--- src/rtl/common_pkg.sv ---
// ============================================================================
// common_pkg : shared sizing constants and scheduler state type
// Revision   : 1.0
// ============================================================================
`default_nettype none

package common_pkg;

    localparam int SYS_ARRAY_SIZE = 4;
    localparam int ROW_BYTES      = 16;
    localparam int ADDR_WIDTH     = 16;
    localparam int TILE_BYTES     = SYS_ARRAY_SIZE * ROW_BYTES;

    // Gap counter holds SYS_ARRAY_SIZE-2 so issue strobes land N cycles apart.
    localparam int GAP_LOAD = (SYS_ARRAY_SIZE > 1) ? (SYS_ARRAY_SIZE - 2) : 0;
    localparam int GAP_W    = (SYS_ARRAY_SIZE > 2) ? $clog2(SYS_ARRAY_SIZE - 1) : 1;

    typedef enum logic [2:0] {
        IDLE      = 3'd0,
        ISSUE     = 3'd1,
        GAP       = 3'd2,
        WAIT_LAST = 3'd3,
        WB_REQ    = 3'd4,
        WB_WAIT   = 3'd5,
        DONE      = 3'd6
    } mm_sched_state_t;

endpackage

`default_nettype wire

--- src/rtl/tile_addr_gen.sv ---
// ============================================================================
// tile_addr_gen : A/B tile address registers with load and incremental step
// Revision      : 1.0
// ============================================================================
`default_nettype none

module tile_addr_gen
    import common_pkg::*;
(
    input  logic                  clk_i,
    input  logic                  rst_i,
    input  logic                  load_i,
    input  logic                  step_i,
    input  logic [ADDR_WIDTH-1:0] base_a_i,
    input  logic [ADDR_WIDTH-1:0] base_b_i,
    output logic [ADDR_WIDTH-1:0] addr_a_o,
    output logic [ADDR_WIDTH-1:0] addr_b_o
);

    localparam logic [ADDR_WIDTH-1:0] STEP = ADDR_WIDTH'(TILE_BYTES);

    logic [ADDR_WIDTH-1:0] addr_a;
    logic [ADDR_WIDTH-1:0] addr_b;

    // Addition wraps naturally modulo 2^ADDR_WIDTH.
    always_ff @(posedge clk_i or posedge rst_i) begin
        if (rst_i) begin
            addr_a <= '0;
            addr_b <= '0;
        end else if (load_i) begin
            addr_a <= base_a_i;
            addr_b <= base_b_i;
        end else if (step_i) begin
            addr_a <= addr_a + STEP;
            addr_b <= addr_b + STEP;
        end
    end

    assign addr_a_o = addr_a;
    assign addr_b_o = addr_b;

endmodule

`default_nettype wire

--- src/rtl/mm_tile_scheduler.sv ---
// ============================================================================
// mm_tile_scheduler : issues K-direction tile reads, then a result write-back
// Revision          : 1.0
// ============================================================================
`default_nettype none

module mm_tile_scheduler
    import common_pkg::*;
#(
    parameter int TILE_CNT_W = 8
) (
    input  logic                  clk_i,
    input  logic                  rst_i,
    input  logic                  start_i,
    input  logic [ADDR_WIDTH-1:0] base_a_i,
    input  logic [ADDR_WIDTH-1:0] base_b_i,
    input  logic [ADDR_WIDTH-1:0] base_c_i,
    input  logic [TILE_CNT_W-1:0] n_tiles_i,
    output logic                  rd_valid_o,
    output logic [ADDR_WIDTH-1:0] rd_addr_a_o,
    output logic [ADDR_WIDTH-1:0] rd_addr_b_o,
    output logic                  rd_last_o,
    input  logic                  sa_last_i,
    output logic                  wb_start_o,
    output logic [ADDR_WIDTH-1:0] wb_addr_o,
    input  logic                  wb_done_i,
    output logic                  busy_o,
    output logic                  done_o
);

    localparam bit               HAS_GAP   = (SYS_ARRAY_SIZE > 1);
    localparam logic [GAP_W-1:0] GAP_START = GAP_W'(GAP_LOAD);

    mm_sched_state_t       state;
    logic [TILE_CNT_W-1:0] tiles_left;
    logic [GAP_W-1:0]      gap_cnt;
    logic [ADDR_WIDTH-1:0] base_c;
    logic                  addr_load;
    logic                  addr_step;

    assign addr_load = (state == IDLE) && start_i && (n_tiles_i != '0);
    assign addr_step = (state == ISSUE);

    tile_addr_gen u_addr_gen (
        .clk_i    (clk_i),
        .rst_i    (rst_i),
        .load_i   (addr_load),
        .step_i   (addr_step),
        .base_a_i (base_a_i),
        .base_b_i (base_b_i),
        .addr_a_o (rd_addr_a_o),
        .addr_b_o (rd_addr_b_o)
    );

    // tiles_left counts tiles not yet issued; it drops at the end of each ISSUE.
    always_ff @(posedge clk_i or posedge rst_i) begin
        if (rst_i) begin
            state      <= IDLE;
            tiles_left <= '0;
            gap_cnt    <= '0;
            base_c     <= '0;
        end else begin
            case (state)
                IDLE: begin
                    if (start_i) begin
                        if (n_tiles_i != '0) begin
                            tiles_left <= n_tiles_i;
                            base_c     <= base_c_i;
                            state      <= ISSUE;
                        end else begin
                            state <= DONE;
                        end
                    end
                end
                ISSUE: begin
                    tiles_left <= tiles_left - 1'b1;
                    gap_cnt    <= GAP_START;
                    if (HAS_GAP) begin
                        state <= GAP;
                    end else if (tiles_left != TILE_CNT_W'(1)) begin
                        state <= ISSUE;
                    end else begin
                        state <= WAIT_LAST;
                    end
                end
                GAP: begin
                    if (gap_cnt == '0) begin
                        state <= (tiles_left != '0) ? ISSUE : WAIT_LAST;
                    end else begin
                        gap_cnt <= gap_cnt - 1'b1;
                    end
                end
                WAIT_LAST: begin
                    if (sa_last_i) begin
                        state <= WB_REQ;
                    end
                end
                WB_REQ: begin
                    state <= WB_WAIT;
                end
                WB_WAIT: begin
                    if (wb_done_i) begin
                        state <= DONE;
                    end
                end
                DONE: begin
                    state <= IDLE;
                end
                default: begin
                    state <= IDLE;
                end
            endcase
        end
    end

    // Outputs are decodes of registered state only.
    assign rd_valid_o = (state == ISSUE);
    assign rd_last_o  = (state == ISSUE) && (tiles_left == TILE_CNT_W'(1));
    assign wb_start_o = (state == WB_REQ);
    assign wb_addr_o  = base_c;
    assign busy_o     = (state != IDLE);
    assign done_o     = (state == DONE);

endmodule

`default_nettype wire

--- config.mk ---
export PLATFORM = sky130hd
export DESIGN_NAME = mm_tile_scheduler
export DESIGN_NICKNAME = d
export VERILOG_FILES = /design/src/rtl/common_pkg.sv /design/src/rtl/tile_addr_gen.sv /design/src/rtl/mm_tile_scheduler.sv
export SDC_FILE = /design/constraint.sdc
export NUM_CORES = 1
export LEC_CHECK = 0
export CAP_MARGIN = 20
export CELL_PAD_IN_SITES_DETAIL_PLACEMENT = 2
export CELL_PAD_IN_SITES_GLOBAL_PLACEMENT = 2
export CORE_AREA = 2 2 118 120
export CTS_BUF_LIST = sky130_fd_sc_hd__clkbuf_4 sky130_fd_sc_hd__clkbuf_8
export CTS_CLUSTER_SIZE = 10
export DETAILED_ROUTE_END_ITERATION = 8
export DIE_AREA = 0 0 120 122
export GPL_ROUTABILITY_DRIVEN = 0
export GPL_TIMING_DRIVEN = 1
export PLACE_DENSITY = 0.86
export SLEW_MARGIN = 20
export SYNTH_ARGS = -nofsm -noshare
export SYNTH_HDL_FRONTEND = slang
export SYNTH_SLANG_ARGS = --single-unit
--- constraint.sdc ---
create_clock -name clk_i -period 1.9 [get_ports clk_i]
set_clock_uncertainty 0.2 [all_clocks]
set_input_delay 0.38 -clock clk_i [delete_from_list [all_inputs] [get_ports clk_i]]
set_output_delay 0.38 -clock clk_i [all_outputs]
set_load 0.01 [all_outputs]
Figure 1. Routing congestion map.
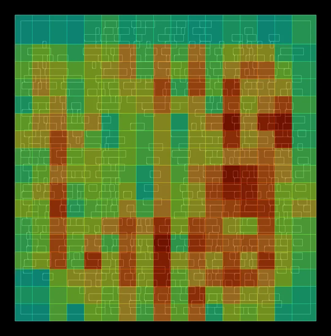
M2 GR Usage: 37.4%
Core Util, Final: 46.0%
wire per inst: 21.6 um
global-route usage over all layers: 20.0%
GRT busiest layer: met2

Figure 2. Selected gate families.
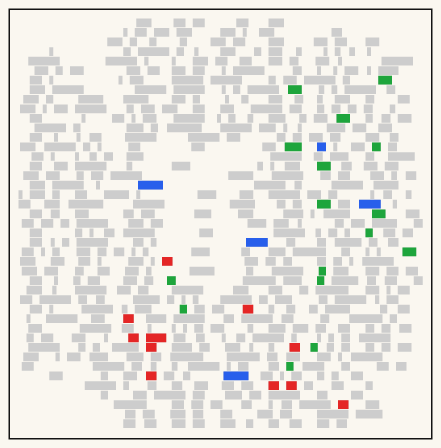
- AND-OR and OR-AND gates: blue (cells 5)
- XOR/XNOR gates: red (cells 11)
- AND and OR gates: green (cells 16)

==> flow_metrics.py <==
# Auto-generated metrics
metrics = {
    "logic_synthesis": {
        "mappedNetlistArea_mm2": 0.00301,
        "yosysUniqueCellTypes": 43,
        "fp_nets": 405,
        "syn_area_per_cell_um2": 8.91,
        "synth-compound-area-share_pct": 10.6,
        "syn-instance-count": 338,
        "top_area_cell": "dfrtp_1",
    },
    "sta": {
        "setup_slack_ps": -363,
        "finalSetupTns_ps": -15730,
        "finalCriticalPeriod_ps": 2260,
        "max_freq_mhz": 442,
        "hold_slack_ps": 211,
        "finalClockPeriodUsage_pct": 119,
        "setup_viol": 61,
    },
    "power_and_ir_drop": {
        "seq_power_mw": 2.58,
        "p_comb_mw": 6.40,
        "p_switching_mw": 4.34,
        "maxPowerGroup": "combinational logic",
        "p_total_mw": 10.1,
        "p_leak_nw": 3.07,
        "pwr-share-comb_pct": 63.4,
    },
    "critical_path": {
        "cpPeakStageDelay_ps": 560,
        "worstRegToRegCells": 5,
        "worstSetupEndpointType": "register",
        "critPathBufInv": 1,
        "slowest_stage": "or4b_4",
        "critical_path_class": "register to register",
        "endpoint": "tiles_left[5]",
        "worstPathMaxFanout": 3,
        "crit_start": "state[2]",
        "regToRegSetupSlack_ps": -360,
    },
    "floorplanning": {
        "ioPinCount": 114,
        "die_x_um": 120,
        "row_count": 43,
    },
    "clock_tree": {
        "path_clk_slew_ps": 80,
        "cts_resized": 157,
        "post-cts-setup-buffers": 27,
    },
    "status": {
        "outcome": "complete, but fails checks",
        "violations": "negative setup slack",
    },
    "routing": {
        "wl_met3_um": 636,
        "drc": 0,
        "drt-total-wl_um": 15500,
        "vias_per_cell": 4.76,
        "dr.pass1.iters": 4,
    },
    "final_layout": {
        "clk_share_pct": 2.84,
        "seq_cells": 61,
        "stdcell_count": 720,
        "nNonClkInverters": 15,
        "logic_gates": 246,
        "fin_area_mm2": 0.00621,
        "lay_top_count": "clkdlybuf4s50_1",
        "fill_cells": 1416,
        "seq-cell-share_pct": 24.7,
    },
    "placed_design": {
        "hpwl_um": 8590,
        "dp.cells": 652,
        "dpl_cell_area_mm2": 0.00463,
        "io_buffers": 113,
    },
    "min_path": {
        "min_path_cells": 3,
        "holdPathEnd": "tiles_left[1]",
    },
    "global_routing": {
        "grt_pass1_vias": 3936,
        "grt_max_degree": 42,
    },
}
Figure 3. Local utilization.
12 x 12 tiles, from white (low) to dark blue (high), 0 to 100% covered.
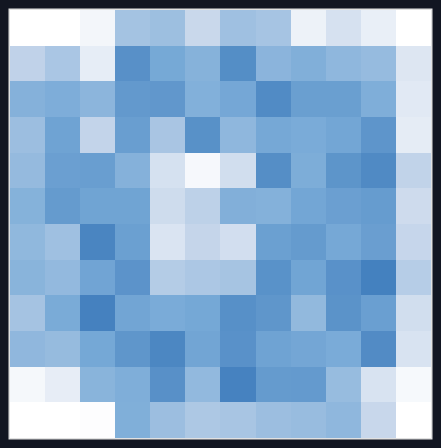
- nearly empty tiles: 4.9%
- mean over tiles: 41%
- fullest tile: 67%

Power figures rest on the tool's default switching activity, not on a simulated workload.
